### src/rtl/regfile_wr_arbiter_if.sv
// Register-file write-port arbiter bus: WB request, LU valid/ready channel,
// the shared write port, hazard-unit queries and status.
// master = pipeline/LU side that drives requests, slave = the arbiter.
interface regfile_wr_arbiter_if #(
  parameter int XLEN  = 64,
  parameter int DEPTH = 4
) ();
  localparam int CW = $clog2(DEPTH) + 1;

  logic            wb_valid;
  logic [4:0]      wb_rd;
  logic [XLEN-1:0] wb_data;

  logic            lu_valid;
  logic            lu_ready;
  logic [4:0]      lu_rd;
  logic [XLEN-1:0] lu_data;

  logic            RegWrite;
  logic [4:0]      rd;
  logic [XLEN-1:0] write_data;

  logic [4:0]      chk_rs1;
  logic [4:0]      chk_rs2;
  logic [4:0]      chk_rd;
  logic            pend_rs1;
  logic            pend_rs2;
  logic            pend_rd;

  logic            stall_req;
  logic [CW-1:0]   fifo_cnt;

  modport master (
    output wb_valid, wb_rd, wb_data,
    output lu_valid, lu_rd, lu_data,
    input  lu_ready,
    input  RegWrite, rd, write_data,
    output chk_rs1, chk_rs2, chk_rd,
    input  pend_rs1, pend_rs2, pend_rd,
    input  stall_req, fifo_cnt
  );

  modport slave (
    input  wb_valid, wb_rd, wb_data,
    input  lu_valid, lu_rd, lu_data,
    output lu_ready,
    output RegWrite, rd, write_data,
    input  chk_rs1, chk_rs2, chk_rd,
    output pend_rs1, pend_rs2, pend_rd,
    output stall_req, fifo_cnt
  );
endinterface

### src/rtl/regfile_wr_arbiter.sv
// regfile_wr_arbiter: shares the single register-file write port between the
// writeback stage (absolute priority, never stalled) and a long-latency unit
// whose results wait in a DEPTH-entry in-order FIFO and drain on free cycles.
// Optional feature macro: REGFILE_WR_BYPASS_EN -- when defined, an LU result
// offered while the FIFO is empty and the port is free is written directly
// in the same cycle instead of being enqueued.
//
// LU handshake: lu_valid is held by the LU with stable lu_rd/lu_data until
// the cycle where lu_valid & lu_ready is seen; that cycle is the transfer.
// lu_ready depends only on FIFO occupancy, never on lu_valid or port state.
module regfile_wr_arbiter #(
  parameter int XLEN         = 64,
  parameter int DEPTH        = 4,
  parameter int STARVE_LIMIT = 8
) (
  input logic                 clk,
  input logic                 reset,
  regfile_wr_arbiter_if.slave bus
);
  localparam int PW = $clog2(DEPTH);
  localparam int CW = $clog2(DEPTH) + 1;
  localparam int SW = $clog2(STARVE_LIMIT + 1);

  localparam logic [CW-1:0] DEPTH_C    = CW'(DEPTH);
  localparam logic [SW-1:0] LIMIT_C    = SW'(STARVE_LIMIT);
  localparam logic [SW-1:0] LIMIT_M1_C = SW'(STARVE_LIMIT - 1);

  logic [4:0]      rd_mem_q   [DEPTH];
  logic [XLEN-1:0] data_mem_q [DEPTH];

  logic [PW-1:0] head_q, head_d;
  logic [PW-1:0] tail_q, tail_d;
  logic [CW-1:0] cnt_q, cnt_d;
  logic [SW-1:0] starve_q, starve_d;
  logic          stall_q, stall_d;

  logic wb_hit;
  logic fifo_empty;
  logic pop;
  logic push;
  logic bypass_take;
  logic lu_ready;

  logic            regwrite_w;
  logic [4:0]      rd_w;
  logic [XLEN-1:0] wdata_w;
  logic            pend_rs1_w, pend_rs2_w, pend_rd_w;

  // x0 writes from WB are treated as no request so the port stays free.
  assign wb_hit     = reset & bus.wb_valid & (bus.wb_rd != 5'd0);
  assign fifo_empty = (cnt_q == '0);
  // Head leaves on every free cycle, including rd==0 entries that write nothing.
  assign pop        = reset & !wb_hit & !fifo_empty;
  assign lu_ready   = reset & (cnt_q < DEPTH_C);

`ifdef REGFILE_WR_BYPASS_EN
  assign bypass_take = reset & fifo_empty & !wb_hit & bus.lu_valid;
`else
  assign bypass_take = 1'b0;
`endif

  // A bypassed result is consumed at the port and must not also be enqueued.
  assign push = bus.lu_valid & lu_ready & !bypass_take;

  // Write-port mux: WB first, then FIFO head, then (optionally) LU bypass.
  always_comb begin
    regwrite_w = 1'b0;
    rd_w       = 5'd0;
    wdata_w    = '0;
    if (wb_hit) begin
      regwrite_w = 1'b1;
      rd_w       = bus.wb_rd;
      wdata_w    = bus.wb_data;
    end else if (pop) begin
      if (rd_mem_q[head_q] != 5'd0) begin
        regwrite_w = 1'b1;
        rd_w       = rd_mem_q[head_q];
        wdata_w    = data_mem_q[head_q];
      end
    end else if (bypass_take) begin
      if (bus.lu_rd != 5'd0) begin
        regwrite_w = 1'b1;
        rd_w       = bus.lu_rd;
        wdata_w    = bus.lu_data;
      end
    end
  end

  // Pending-destination match over live entries; the entry leaving this cycle
  // is already being written, so it no longer counts as pending.
  always_comb begin
    pend_rs1_w = 1'b0;
    pend_rs2_w = 1'b0;
    pend_rd_w  = 1'b0;
    for (int k = 0; k < DEPTH; k++) begin
      if ((CW'(k) < cnt_q) && !((k == 0) && pop)) begin
        if ((bus.chk_rs1 != 5'd0) && (rd_mem_q[head_q + PW'(k)] == bus.chk_rs1)) pend_rs1_w = 1'b1;
        if ((bus.chk_rs2 != 5'd0) && (rd_mem_q[head_q + PW'(k)] == bus.chk_rs2)) pend_rs2_w = 1'b1;
        if ((bus.chk_rd  != 5'd0) && (rd_mem_q[head_q + PW'(k)] == bus.chk_rd))  pend_rd_w  = 1'b1;
      end
    end
  end

  // Next-state for pointers, occupancy, starvation counter and stall request.
  always_comb begin
    head_d   = head_q;
    tail_d   = tail_q;
    cnt_d    = cnt_q;
    starve_d = starve_q;
    stall_d  = stall_q;
    if (pop)  head_d = head_q + PW'(1);
    if (push) tail_d = tail_q + PW'(1);
    case ({push, pop})
      2'b10:   cnt_d = cnt_q + CW'(1);
      2'b01:   cnt_d = cnt_q - CW'(1);
      default: cnt_d = cnt_q;
    endcase
    if (pop || fifo_empty) begin
      starve_d = '0;
    end else if (starve_q != LIMIT_C) begin
      starve_d = starve_q + SW'(1);
    end
    stall_d = ((starve_q == LIMIT_M1_C) && !pop && !fifo_empty) || (stall_q && !pop);
  end

  // Control state register.
  always_ff @(posedge clk or negedge reset) begin
    if (!reset) begin
      head_q   <= '0;
      tail_q   <= '0;
      cnt_q    <= '0;
      starve_q <= '0;
      stall_q  <= 1'b0;
    end else begin
      head_q   <= head_d;
      tail_q   <= tail_d;
      cnt_q    <= cnt_d;
      starve_q <= starve_d;
      stall_q  <= stall_d;
    end
  end

  // FIFO storage; contents are only meaningful below cnt_q, so no reset needed.
  always_ff @(posedge clk) begin
    if (push) begin
      rd_mem_q[tail_q]   <= bus.lu_rd;
      data_mem_q[tail_q] <= bus.lu_data;
    end
  end

  assign bus.lu_ready   = lu_ready;
  assign bus.RegWrite   = regwrite_w;
  assign bus.rd         = rd_w;
  assign bus.write_data = wdata_w;
  assign bus.pend_rs1   = pend_rs1_w;
  assign bus.pend_rs2   = pend_rs2_w;
  assign bus.pend_rd    = pend_rd_w;
  assign bus.stall_req  = stall_q;
  assign bus.fifo_cnt   = cnt_q;
endmodule

### src/flat_wrapper.sv
// flat-port wrapper written by rule: the top's interface ports become plain ports
module regfile_wr_arbiter_flat 
#(
  parameter int XLEN         = 64,
  parameter int DEPTH        = 4,
  parameter int STARVE_LIMIT = 8
)
  (clk, reset, bus_wb_valid, bus_wb_rd, bus_wb_data, bus_lu_valid, bus_lu_rd, bus_lu_data, bus_lu_ready, bus_RegWrite, bus_rd, bus_write_data, bus_chk_rs1, bus_chk_rs2, bus_chk_rd, bus_pend_rs1, bus_pend_rs2, bus_pend_rd, bus_stall_req, bus_fifo_cnt);
  regfile_wr_arbiter_if #(.XLEN(XLEN), .DEPTH(DEPTH)) bus_i ();
  input logic clk;
  input logic reset;
  input wire logic [$bits(bus_i.wb_valid)-1:0] bus_wb_valid;
  input wire logic [$bits(bus_i.wb_rd)-1:0] bus_wb_rd;
  input wire logic [$bits(bus_i.wb_data)-1:0] bus_wb_data;
  input wire logic [$bits(bus_i.lu_valid)-1:0] bus_lu_valid;
  input wire logic [$bits(bus_i.lu_rd)-1:0] bus_lu_rd;
  input wire logic [$bits(bus_i.lu_data)-1:0] bus_lu_data;
  output wire logic [$bits(bus_i.lu_ready)-1:0] bus_lu_ready;
  output wire logic [$bits(bus_i.RegWrite)-1:0] bus_RegWrite;
  output wire logic [$bits(bus_i.rd)-1:0] bus_rd;
  output wire logic [$bits(bus_i.write_data)-1:0] bus_write_data;
  input wire logic [$bits(bus_i.chk_rs1)-1:0] bus_chk_rs1;
  input wire logic [$bits(bus_i.chk_rs2)-1:0] bus_chk_rs2;
  input wire logic [$bits(bus_i.chk_rd)-1:0] bus_chk_rd;
  output wire logic [$bits(bus_i.pend_rs1)-1:0] bus_pend_rs1;
  output wire logic [$bits(bus_i.pend_rs2)-1:0] bus_pend_rs2;
  output wire logic [$bits(bus_i.pend_rd)-1:0] bus_pend_rd;
  output wire logic [$bits(bus_i.stall_req)-1:0] bus_stall_req;
  output wire logic [$bits(bus_i.fifo_cnt)-1:0] bus_fifo_cnt;
  assign bus_i.wb_valid = bus_wb_valid;
  assign bus_i.wb_rd = bus_wb_rd;
  assign bus_i.wb_data = bus_wb_data;
  assign bus_i.lu_valid = bus_lu_valid;
  assign bus_i.lu_rd = bus_lu_rd;
  assign bus_i.lu_data = bus_lu_data;
  assign bus_lu_ready = bus_i.lu_ready;
  assign bus_RegWrite = bus_i.RegWrite;
  assign bus_rd = bus_i.rd;
  assign bus_write_data = bus_i.write_data;
  assign bus_i.chk_rs1 = bus_chk_rs1;
  assign bus_i.chk_rs2 = bus_chk_rs2;
  assign bus_i.chk_rd = bus_chk_rd;
  assign bus_pend_rs1 = bus_i.pend_rs1;
  assign bus_pend_rs2 = bus_i.pend_rs2;
  assign bus_pend_rd = bus_i.pend_rd;
  assign bus_stall_req = bus_i.stall_req;
  assign bus_fifo_cnt = bus_i.fifo_cnt;
  regfile_wr_arbiter #(.XLEN(XLEN), .DEPTH(DEPTH), .STARVE_LIMIT(STARVE_LIMIT)) u_core (.clk(clk), .reset(reset), .bus(bus_i));
endmodule
### config.mk
export PLATFORM = sky130hd
export DESIGN_NAME = regfile_wr_arbiter_flat
export DESIGN_NICKNAME = d
export VERILOG_FILES = /design/src/rtl/regfile_wr_arbiter_if.sv /design/src/rtl/regfile_wr_arbiter.sv /design/src/flat_wrapper.sv
export SDC_FILE = /design/constraint.sdc
export NUM_CORES = 1
export LEC_CHECK = 0
export ABC_AREA = 0
export CAP_MARGIN = 20
export CORE_ASPECT_RATIO = 1.4
export CORE_UTILIZATION = 42
export DETAILED_ROUTE_END_ITERATION = 8
export GPL_ROUTABILITY_DRIVEN = 0
export PLACE_DENSITY = 0.7
export SLEW_MARGIN = 20
export SYNTH_ARGS = -nofsm -noshare
export SYNTH_HDL_FRONTEND = slang
export SYNTH_SLANG_ARGS = --single-unit
### constraint.sdc
create_clock -name clk -period 3.29 [get_ports clk]
set_clock_uncertainty 0.2 [all_clocks]
set_input_delay 0.8225 -clock clk [delete_from_list [all_inputs] [get_ports clk]]
set_output_delay 0.8225 -clock clk [all_outputs]
set_load 0.02 [all_outputs]
io_fan.png
(2 px per um)
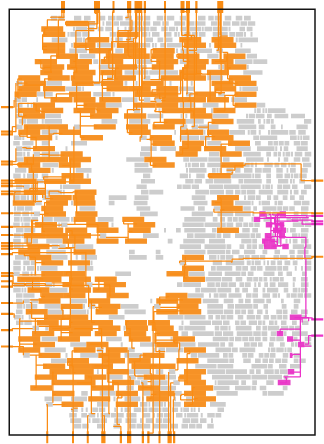
bus_lu_data -> orange  # bits 64, direction input, end cells 256, wire 3860 um
bus_chk_rs2 -> magenta  # bits 5, direction input, end cells 22, wire 355 um
IO Count: 235
number of I/O port buffers: 234

placement.png
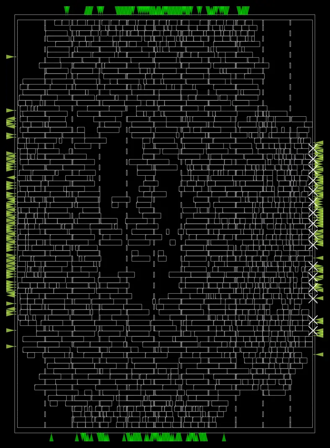
number of standard cells in the final layout excluding fillers: 1661
core utilization of the finished layout: 0.634
Core Area: 0.0309 mm^2

-- layout make-up --
cell class,count,share of cell area
Sequential cell,288,0.439
Multi-Input combinational cell,440,0.251
Timing Repair Buffer,416,0.223
Clock buffer,28,0.0347
Tap cell,390,0.0249
Inverter,76,0.0147
Clock inverter,21,0.0121
Antenna cell,2,0.000256
-- power by group --
group / internal [mW] / switching (mW)
sequential: 4.37 / 0.109
clock: 1.90 / 1.30
combinational: 3.24 / 3.10
total: 9.50 / 4.52
-- stage by stage --
stage,cells,setup TNS (ns)
3_3_place_gp,1543,-50.01
4_1_cts,1651,-38.17
3_5_place_dp,1543,-51.02
5_1_grt,1660,-39.35
2_1_floorplan,857,-3.58
6_report,1661,-33.20
-- flip-flops by register name (all words and copies together), names as in the netlist --
| signal | count |
|---|---|
| u_core.data_mem_q | 256 |
| u_core.rd_mem_q | 20 |
| u_core.starve_q | 4 |
| u_core.bus.fifo_cnt | 3 |
| u_core.head_q | 2 |
| u_core.tail_q | 2 |
| u_core.bus.stall_req | 1 |
-- per-layer routing --
metal / share of wire / up-vias
li1: - / 4003
met5: 0 / -
met2: 0.53 / 257
met4: 0.038 / 0
met3: 0.041 / 77
met1: 0.39 / 4370
-- critical path, stage by stage (launching register included) --
cell and delay, ns:
sky130_fd_sc_hd__dfrtp_4 0.49, sky130_fd_sc_hd__buf_12 0.14, sky130_fd_sc_hd__buf_8 0.12, sky130_fd_sc_hd__buf_6 0.10, sky130_fd_sc_hd__mux4_2 0.49, sky130_fd_sc_hd__buf_6 0.16
sky130_fd_sc_hd__buf_4 0.13, sky130_fd_sc_hd__xnor2_2 0.13, sky130_fd_sc_hd__nand4_1 0.12, sky130_fd_sc_hd__o21ai_1 0.13, sky130_fd_sc_hd__o22a_1 0.20, sky130_fd_sc_hd__buf_6 0.13
==> flow_summary.toml <==
# yosys + openroad results
[timing]
period_minus_ws_final_ns = 3.91
clock.fmax_mhz = 256
worstMarginPinSlew_ns = 0.765
maxSlewHeadroom = 0.485
setup_slack_ns = -0.617
drv_slew = 0
setup_violations = 72

[global_routing]
grt.met2_usage = 0.369
total_global_routing_track_utilization = 0.205
grt_antenna_before_repair = 1
busiest_layer = "met2"

[die]
die_width_um = 152
design.die.area_mm2 = 0.0323
die_height_um = 212
core.rowCount = 76
fp_util = 0.429

[worst_setup_path]
setup.worst_path.start = "u_core.head_q[1]$_DFFE_PN0P_"
worst_setup_path_endpoint = "bus_pend_rs1"
crit_required_ns = 2.27
critical_path.max_fanout = 4
rrSetupSlack_ns = 1.19
crit-reg2reg-capture = "u_core.bus.fifo_cnt[2]$_DFFE_PN0P_"
ff2ff_path_depth = 11
critical_path_arrival_ns = 2.88

[hold_path]
min_path_type = "reg -> reg"
holdPathStages = 2
min_from = "u_core.bus.stall_req$_DFF_PN0_"

[synthesis]
post_synth_arst_share = 0.0417
ys_sh_adder = 0.0104
post_synth_instance_area_mm2 = 0.0132
post_synth_mux_area_share = 0.155
synth.yosys.chip_area_mm2 = 0.0132
ff_type = "sky130_fd_sc_hd__edfxtp_1"
yosys.area.top_type_share = 0.626
ys_cells = 857
top_cells_by_count = "276 x sky130_fd_sc_hd__edfxtp_1, 92 x sky130_fd_sc_hd__nand2_1, 78 x sky130_fd_sc_hd__mux4_2, 75 x sky130_fd_sc_hd__inv_1, 62 x sky130_fd_sc_hd__o21ai_0"

[route]
vias_per_cell = 5.24
drtAntennaViolNets = 0
routed_wire_length_per_instance_um = 20.6
detailed_routing_iteration_count_for_the_pre_antenna_repair_pass = 6
detail_route.drc_violations = 64
dr.first_iter.drc_count = 413

[clock_network]
cts.sink_count = 288
tritoncts.num_buffers = 27
post_cts_buffers = 52
clock_insertion_delay_worst_skew_ns = 0.54
clk_pin_slew_worst_paths_ns = 0.06
cts-htree-levels = 1
maximum_clock_path_buffer_count = 3

[power]
leakage_dissipation_nw = 7.25
fin_total_pwr_mw = 14.0

[run_status]
result_of_the_run = "finished with violations"
failed_checks = "DRC, setup timing"

[placement]
pre_cts_slack_ns = -0.782
detailed_place.area_mm2 = 0.0168
dp_hpwl_um = 20700

[layout]
final_cell_mix = "276 x sky130_fd_sc_hd__edfxtp_1, 156 x sky130_fd_sc_hd__clkdlybuf4s50_1, 114 x sky130_fd_sc_hd__buf_4"

[job]
log.warning_count = 36
timing.max_cap.violations = 0
Power is estimated from default activity; no workload was simulated.
